`src/rtl/mrsc_pkg.sv`:
```
// MRSC shared definitions: code layout, buffer states and the encode function.
// The decoder imports this same package so both sides use identical equations.
package mrsc_pkg;

    localparam int CODE_W = 32;
    localparam int DATA_W = 16;

    typedef logic [DATA_W-1:0] mrsc_data_t;
    typedef logic [CODE_W-1:0] mrsc_code_t;

    localparam int DI1_POS  = 15;
    localparam int DI2_POS  = 14;
    localparam int DI3_POS  = 13;
    localparam int DI4_POS  = 12;
    localparam int P1_POS   = 11;
    localparam int P2_POS   = 10;
    localparam int P3_POS   = 9;
    localparam int P4_POS   = 8;
    localparam int XD17_POS = 7;
    localparam int XD18_POS = 6;
    localparam int XD19_POS = 5;
    localparam int XD20_POS = 4;
    localparam int XD21_POS = 3;
    localparam int XD22_POS = 2;
    localparam int XD23_POS = 1;
    localparam int XD24_POS = 0;

    typedef enum logic [1:0] {
        FIFO_EMPTY,
        FIFO_ONE,
        FIFO_FULL
    } fifo_state_e;

    function automatic int lane_idx_w(int lanes);
        return (lanes > 1) ? $clog2(lanes) : 1;
    endfunction

    function automatic mrsc_code_t mrsc_encode(mrsc_data_t d);
        mrsc_code_t c;
        c = '0;
        c[CODE_W-1:DATA_W] = d;
        c[DI1_POS]  = d[0] ^ d[5] ^ d[8] ^ d[13];
        c[DI2_POS]  = d[1] ^ d[4] ^ d[9] ^ d[12];
        c[DI3_POS]  = d[2] ^ d[7] ^ d[10] ^ d[15];
        c[DI4_POS]  = d[3] ^ d[6] ^ d[11] ^ d[14];
        c[P1_POS]   = d[0] ^ d[4] ^ d[8] ^ d[12];
        c[P2_POS]   = d[1] ^ d[5] ^ d[9] ^ d[13];
        c[P3_POS]   = d[2] ^ d[6] ^ d[10] ^ d[14];
        c[P4_POS]   = d[3] ^ d[7] ^ d[11] ^ d[15];
        c[XD17_POS] = d[0] ^ d[2];
        c[XD18_POS] = d[1] ^ d[3];
        c[XD19_POS] = d[4] ^ d[6];
        c[XD20_POS] = d[5] ^ d[7];
        c[XD21_POS] = d[8] ^ d[10];
        c[XD22_POS] = d[9] ^ d[11];
        c[XD23_POS] = d[12] ^ d[14];
        c[XD24_POS] = d[13] ^ d[15];
        return c;
    endfunction

endpackage

```
`src/rtl/mrsc_encoder_stream_if.sv`:
```
// Beat-level handshake bundle between data source, encoder and sink.
// slave is the encoder's view; master is the source/sink view.
interface mrsc_encoder_stream_if #(
    parameter int LANES = 4
);
    import mrsc_pkg::*;

    localparam int LW = lane_idx_w(LANES);

    logic                      in_valid;
    logic                      in_ready;
    logic [DATA_W*LANES-1:0]   in_data;
    logic                      inj_en;
    logic [LW-1:0]             inj_lane;
    logic [4:0]                inj_bit;
    logic                      out_valid;
    logic                      out_ready;
    logic [CODE_W*LANES-1:0]   out_code;
    logic                      out_injected;

    modport master (
        output in_valid, in_data, inj_en, inj_lane, inj_bit, out_ready,
        input  in_ready, out_valid, out_code, out_injected
    );

    modport slave (
        input  in_valid, in_data, inj_en, inj_lane, inj_bit, out_ready,
        output in_ready, out_valid, out_code, out_injected
    );

endinterface

```
`src/rtl/mrsc_skid_fifo.sv`:
```
// Two-entry valid/ready buffer; push_ready is a flop so there is no
// combinational path from pop_ready back to the producer.
module mrsc_skid_fifo
    import mrsc_pkg::*;
#(
    parameter int W = 8
) (
    input  logic         clk,
    input  logic         rst,
    input  logic         push_valid,
    output logic         push_ready,
    input  logic [W-1:0] push_data,
    output logic         pop_valid,
    input  logic         pop_ready,
    output logic [W-1:0] pop_data
);

    fifo_state_e  state_q, state_d;
    logic [W-1:0] head_q, head_d;
    logic [W-1:0] tail_q, tail_d;
    logic         ready_q, ready_d;
    logic         push, pop;

    assign push = push_valid && ready_q;
    assign pop  = pop_valid && pop_ready;

    always_ff @(posedge clk) begin
        if (rst) begin
            state_q <= FIFO_EMPTY;
            head_q  <= '0;
            tail_q  <= '0;
            ready_q <= 1'b0;
        end else begin
            state_q <= state_d;
            head_q  <= head_d;
            tail_q  <= tail_d;
            ready_q <= ready_d;
        end
    end

    always_comb begin
        state_d = state_q;
        head_d  = head_q;
        tail_d  = tail_q;
        unique case (state_q)
            FIFO_EMPTY: begin
                if (push) begin
                    head_d  = push_data;
                    state_d = FIFO_ONE;
                end
            end
            FIFO_ONE: begin
                if (push && pop) begin
                    head_d = push_data;
                end else if (push) begin
                    tail_d  = push_data;
                    state_d = FIFO_FULL;
                end else if (pop) begin
                    state_d = FIFO_EMPTY;
                end
            end
            FIFO_FULL: begin
                if (pop) begin
                    head_d  = tail_q;
                    state_d = FIFO_ONE;
                end
            end
            default: state_d = FIFO_EMPTY;
        endcase
        ready_d = (state_d != FIFO_FULL);
    end

    always_comb begin
        pop_valid  = (state_q != FIFO_EMPTY);
        push_ready = ready_q;
        pop_data   = head_q;
    end

endmodule

```
`src/rtl/mrsc_encoder_stream.sv`:
```
// Multi-lane MRSC encoder with optional single-bit error injection,
// a two-entry skid buffer and a saturating output beat counter.
module mrsc_encoder_stream
    import mrsc_pkg::*;
#(
    parameter int LANES = 4,
    parameter int CNT_W = 32
) (
    input  logic                 clk,
    input  logic                 rst,
    mrsc_encoder_stream_if.slave s,
    output logic [CNT_W-1:0]     beat_cnt
);

    localparam int PW = CODE_W*LANES + 1;

    logic [CODE_W*LANES-1:0] enc;
    logic                    inj_hit;
    logic [PW-1:0]           fifo_out;
    logic [CNT_W-1:0]        cnt_q, cnt_d;

    assign inj_hit = s.inj_en && (int'(s.inj_lane) < LANES);

    for (genvar i = 0; i < LANES; i++) begin : g_lane
        mrsc_code_t code;
        always_comb begin
            code = mrsc_encode(s.in_data[DATA_W*i +: DATA_W]);
            if (inj_hit && int'(s.inj_lane) == i) begin
                code[s.inj_bit] = ~code[s.inj_bit];
            end
        end
        assign enc[CODE_W*i +: CODE_W] = code;
    end

    mrsc_skid_fifo #(
        .W(PW)
    ) u_fifo (
        .clk        (clk),
        .rst        (rst),
        .push_valid (s.in_valid),
        .push_ready (s.in_ready),
        .push_data  ({inj_hit, enc}),
        .pop_valid  (s.out_valid),
        .pop_ready  (s.out_ready),
        .pop_data   (fifo_out)
    );

    assign s.out_code     = fifo_out[CODE_W*LANES-1:0];
    assign s.out_injected = fifo_out[PW-1];

    always_ff @(posedge clk) begin
        if (rst) begin
            cnt_q <= '0;
        end else begin
            cnt_q <= cnt_d;
        end
    end

    always_comb begin
        cnt_d = cnt_q;
        if (s.out_valid && s.out_ready && cnt_q != '1) begin
            cnt_d = cnt_q + CNT_W'(1);
        end
    end

    assign beat_cnt = cnt_q;

endmodule

```
`src/flat_wrapper.sv`:
```
// flat-port wrapper written by rule: the top's interface ports become plain ports
module mrsc_encoder_stream_flat import mrsc_pkg::*;
#(
    parameter int LANES = 4,
    parameter int CNT_W = 32
)
  (clk, rst, beat_cnt, s_in_valid, s_in_data, s_inj_en, s_inj_lane, s_inj_bit, s_out_ready, s_in_ready, s_out_valid, s_out_code, s_out_injected);
  mrsc_encoder_stream_if #(.LANES(LANES)) s_i ();
  input  logic clk;
  input  logic rst;
  output logic [CNT_W-1:0] beat_cnt;
  input wire logic [$bits(s_i.in_valid)-1:0] s_in_valid;
  input wire logic [$bits(s_i.in_data)-1:0] s_in_data;
  input wire logic [$bits(s_i.inj_en)-1:0] s_inj_en;
  input wire logic [$bits(s_i.inj_lane)-1:0] s_inj_lane;
  input wire logic [$bits(s_i.inj_bit)-1:0] s_inj_bit;
  input wire logic [$bits(s_i.out_ready)-1:0] s_out_ready;
  output wire logic [$bits(s_i.in_ready)-1:0] s_in_ready;
  output wire logic [$bits(s_i.out_valid)-1:0] s_out_valid;
  output wire logic [$bits(s_i.out_code)-1:0] s_out_code;
  output wire logic [$bits(s_i.out_injected)-1:0] s_out_injected;
  assign s_i.in_valid = s_in_valid;
  assign s_i.in_data = s_in_data;
  assign s_i.inj_en = s_inj_en;
  assign s_i.inj_lane = s_inj_lane;
  assign s_i.inj_bit = s_inj_bit;
  assign s_i.out_ready = s_out_ready;
  assign s_in_ready = s_i.in_ready;
  assign s_out_valid = s_i.out_valid;
  assign s_out_code = s_i.out_code;
  assign s_out_injected = s_i.out_injected;
  mrsc_encoder_stream #(.LANES(LANES), .CNT_W(CNT_W)) u_core (.clk(clk), .rst(rst), .s(s_i), .beat_cnt(beat_cnt));
endmodule
```
`config.mk`:
```
export PLATFORM = sky130hd
export DESIGN_NAME = mrsc_encoder_stream_flat
export DESIGN_NICKNAME = d
export VERILOG_FILES = /design/src/rtl/mrsc_pkg.sv /design/src/rtl/mrsc_encoder_stream_if.sv /design/src/rtl/mrsc_skid_fifo.sv /design/src/rtl/mrsc_encoder_stream.sv /design/src/flat_wrapper.sv
export SDC_FILE = /design/constraint.sdc
export NUM_CORES = 1
export LEC_CHECK = 0
export CAP_MARGIN = 20
export CELL_PAD_IN_SITES_DETAIL_PLACEMENT = 1
export CELL_PAD_IN_SITES_GLOBAL_PLACEMENT = 1
export CORE_ASPECT_RATIO = 0.5
export CORE_MARGIN = 5
export CORE_UTILIZATION = 43
export DETAILED_ROUTE_END_ITERATION = 6
export GPL_ROUTABILITY_DRIVEN = 1
export MAX_ROUTING_LAYER = met4
export PLACE_DENSITY = 0.83
export SLEW_MARGIN = 20
export SYNTH_ARGS = -nofsm -noshare
export SYNTH_HDL_FRONTEND = slang
export SYNTH_SLANG_ARGS = --single-unit
```
`constraint.sdc`:
```
create_clock -name clk -period 3.3 [get_ports clk]
set_clock_uncertainty 0.15 [all_clocks]
set_input_delay 0.495 -clock clk [delete_from_list [all_inputs] [get_ports clk]]
set_output_delay 0.495 -clock clk [all_outputs]
set_load 0.005 [all_outputs]
```
Figure 1. Pin placement.
Drawn at 2 px/µm. Pins as bars across the die edge, other pins in grey.
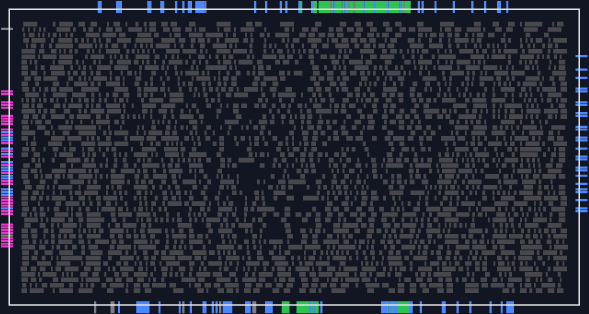
| colour | port | pins | direction | edge |
|---|---|---|---|---|
| magenta | `beat_cnt` | 32 | output | west |
| green | `s_in_data` | 64 | input | 42 north, 22 south |
| blue | `s_out_code` | 128 | output | 50 south, 39 north, 25 east, 14 west |
all pins by edge: 87 north, 79 south, 48 west, 25 east
Die W: 284 µm
Port Buf Inserts: 238
DIE HEIGHT: 147 µm

Figure 2. Signal wires by layer.
Drawn at 1 px/µm. Two of the layers only.
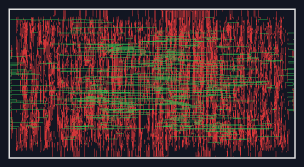
| colour | layer | wire length |
|---|---|---|
| red | metal 2 | 33.0 mm |
| green | metal 3 | 8,290 µm |

Figure 3. Nets reached from selected ports.
Drawn at 1 px/µm.
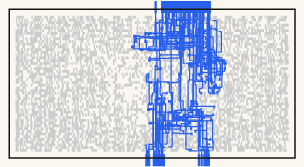
| colour | port | bits | direction | edge | end cells | buffers | wire |
|---|---|---|---|---|---|---|---|
| blue | `s_in_data` | 64 | input | 42 north, 22 south | 153 | 84 | 6,130 µm |
num ports: 239

[per-stage QoR]
| step | cell area, µm² | TNS [ns] | power (mW) | hold WS, ns | setup WS, ns |
|---|---|---|---|---|---|
| 4_1_cts | 21000 | 0 | 9.48 | 0.0946 | 0.595 |
| 5_1_grt | 21000 | 0 | 9.79 | 0.113 | 0.442 |
| 2_1_floorplan | 16200 | 0 | 4.80 | 0.282 | 0.915 |
| 6_report | 21000 | 0 | 9.51 | 0.109 | 0.403 |
| 3_3_place_gp | 20000 | -0.0998 | 5.79 | 0.292 | -0.0471 |
| 3_5_place_dp | 20000 | -0.0582 | 5.82 | 0.297 | -0.0240 |
[cells by family (layout without fill, tap and decap cells)]
family                   after synthesis  in the layout  synth area share
multiplexers                          40             40            0.0330
AND-OR/OR-AND                        769            769             0.278
XOR/XNOR                             124            124            0.0672
flip-flops                           293            293             0.363
buffers and inverters                183            480            0.0513
other                                  0              1                 0
AND/OR/NAND/NOR                      769            769             0.207
adder cells (fa/ha/maj)                1              1          0.000774
[layout make-up]
cell class                 count  area, µm²  area share
tap                          494        618      0.0294
antenna                        1       2.50    0.000119
multi-input combinational   1703       9530       0.453
clock inverter                15        236      0.0112
inverter                       8       30.0     0.00143
sequential                   293       5870       0.279
timing repair buffer         422       3980       0.189
clock buffer                  35        787      0.0374
[worst register-to-register path, delay by kind of cell, from the launching register on]
family | cells | cell delay [ns]
AOI/OAI and AO/OA | 1 | 0.31
and+or+nand+nor | 5 | 1.37
xor gates and xnor gates | 1 | 0.17
DFF | 1 | 0.43
[sequential cells by signal, indices dropped and copies added (netlist names)]
name and count:
u_core.u_fifo.pop_data 129, u_core.u_fifo.state_q 2, u_core.u_fifo.tail_q 129, u_core.beat_cnt 32, u_core.u_fifo.push_ready 1
==> impl_metrics.env <==
# yosys + openroad results
export IMPL_wl_per_cell_um=26.3
export IMPL_layout_top_cell="nor2_1"
export IMPL_p_clk_mw=3.70
export IMPL_top_cell_area_share=0.363
export IMPL_dieArea_mm2=0.0418
export IMPL_cp_arrival_ns=3.21
export IMPL_grt_max_degree=125
export IMPL_drc=0
export IMPL_topCellsByArea="dfxtp_1 (36%), a21oi_1 (11%), nor2_1 (9.5%), o21ai_0 (5.1%), a211oi_1 (4.4%)"
export IMPL_cts_buffers_inserted=28
export IMPL_powerDensity_mw_per_mm2=452
export IMPL_gp_congestion=1.04
export IMPL_status="finished clean"
export IMPL_synth_most_common_cell="nor2_1"
export IMPL_power_leader="sequential cells"
export IMPL_post_route_period_util=0.878
export IMPL_drt_first_pass_iters=6
export IMPL_crit_path_max_fanout=4
export IMPL_grt_util_met3=0.100
export IMPL_ant_nets=0
export IMPL_min_from="rst"
export IMPL_floorplan_nets=2256
export IMPL_wl_met2_um=33000
export IMPL_maxCapViolCount=0
export IMPL_nets=2533
export IMPL_fin_cells=2971
export IMPL_postSynthCellCount=2179
export IMPL_gr_usage_met1=0.512
export IMPL_grt_pass1_vias=18100
export IMPL_vias=18300
export IMPL_cpMostUsedCell="buf_4"
export IMPL_crit_buf_inv=3
export IMPL_worstMarginPinSlew_ns=0.905
export IMPL_grt_use_met2=0.529
export IMPL_initCoreUtil=0.434
export IMPL_crit_end="u_core.u_fifo.tail_q[78]"
Power and IR drop assume default switching activity.
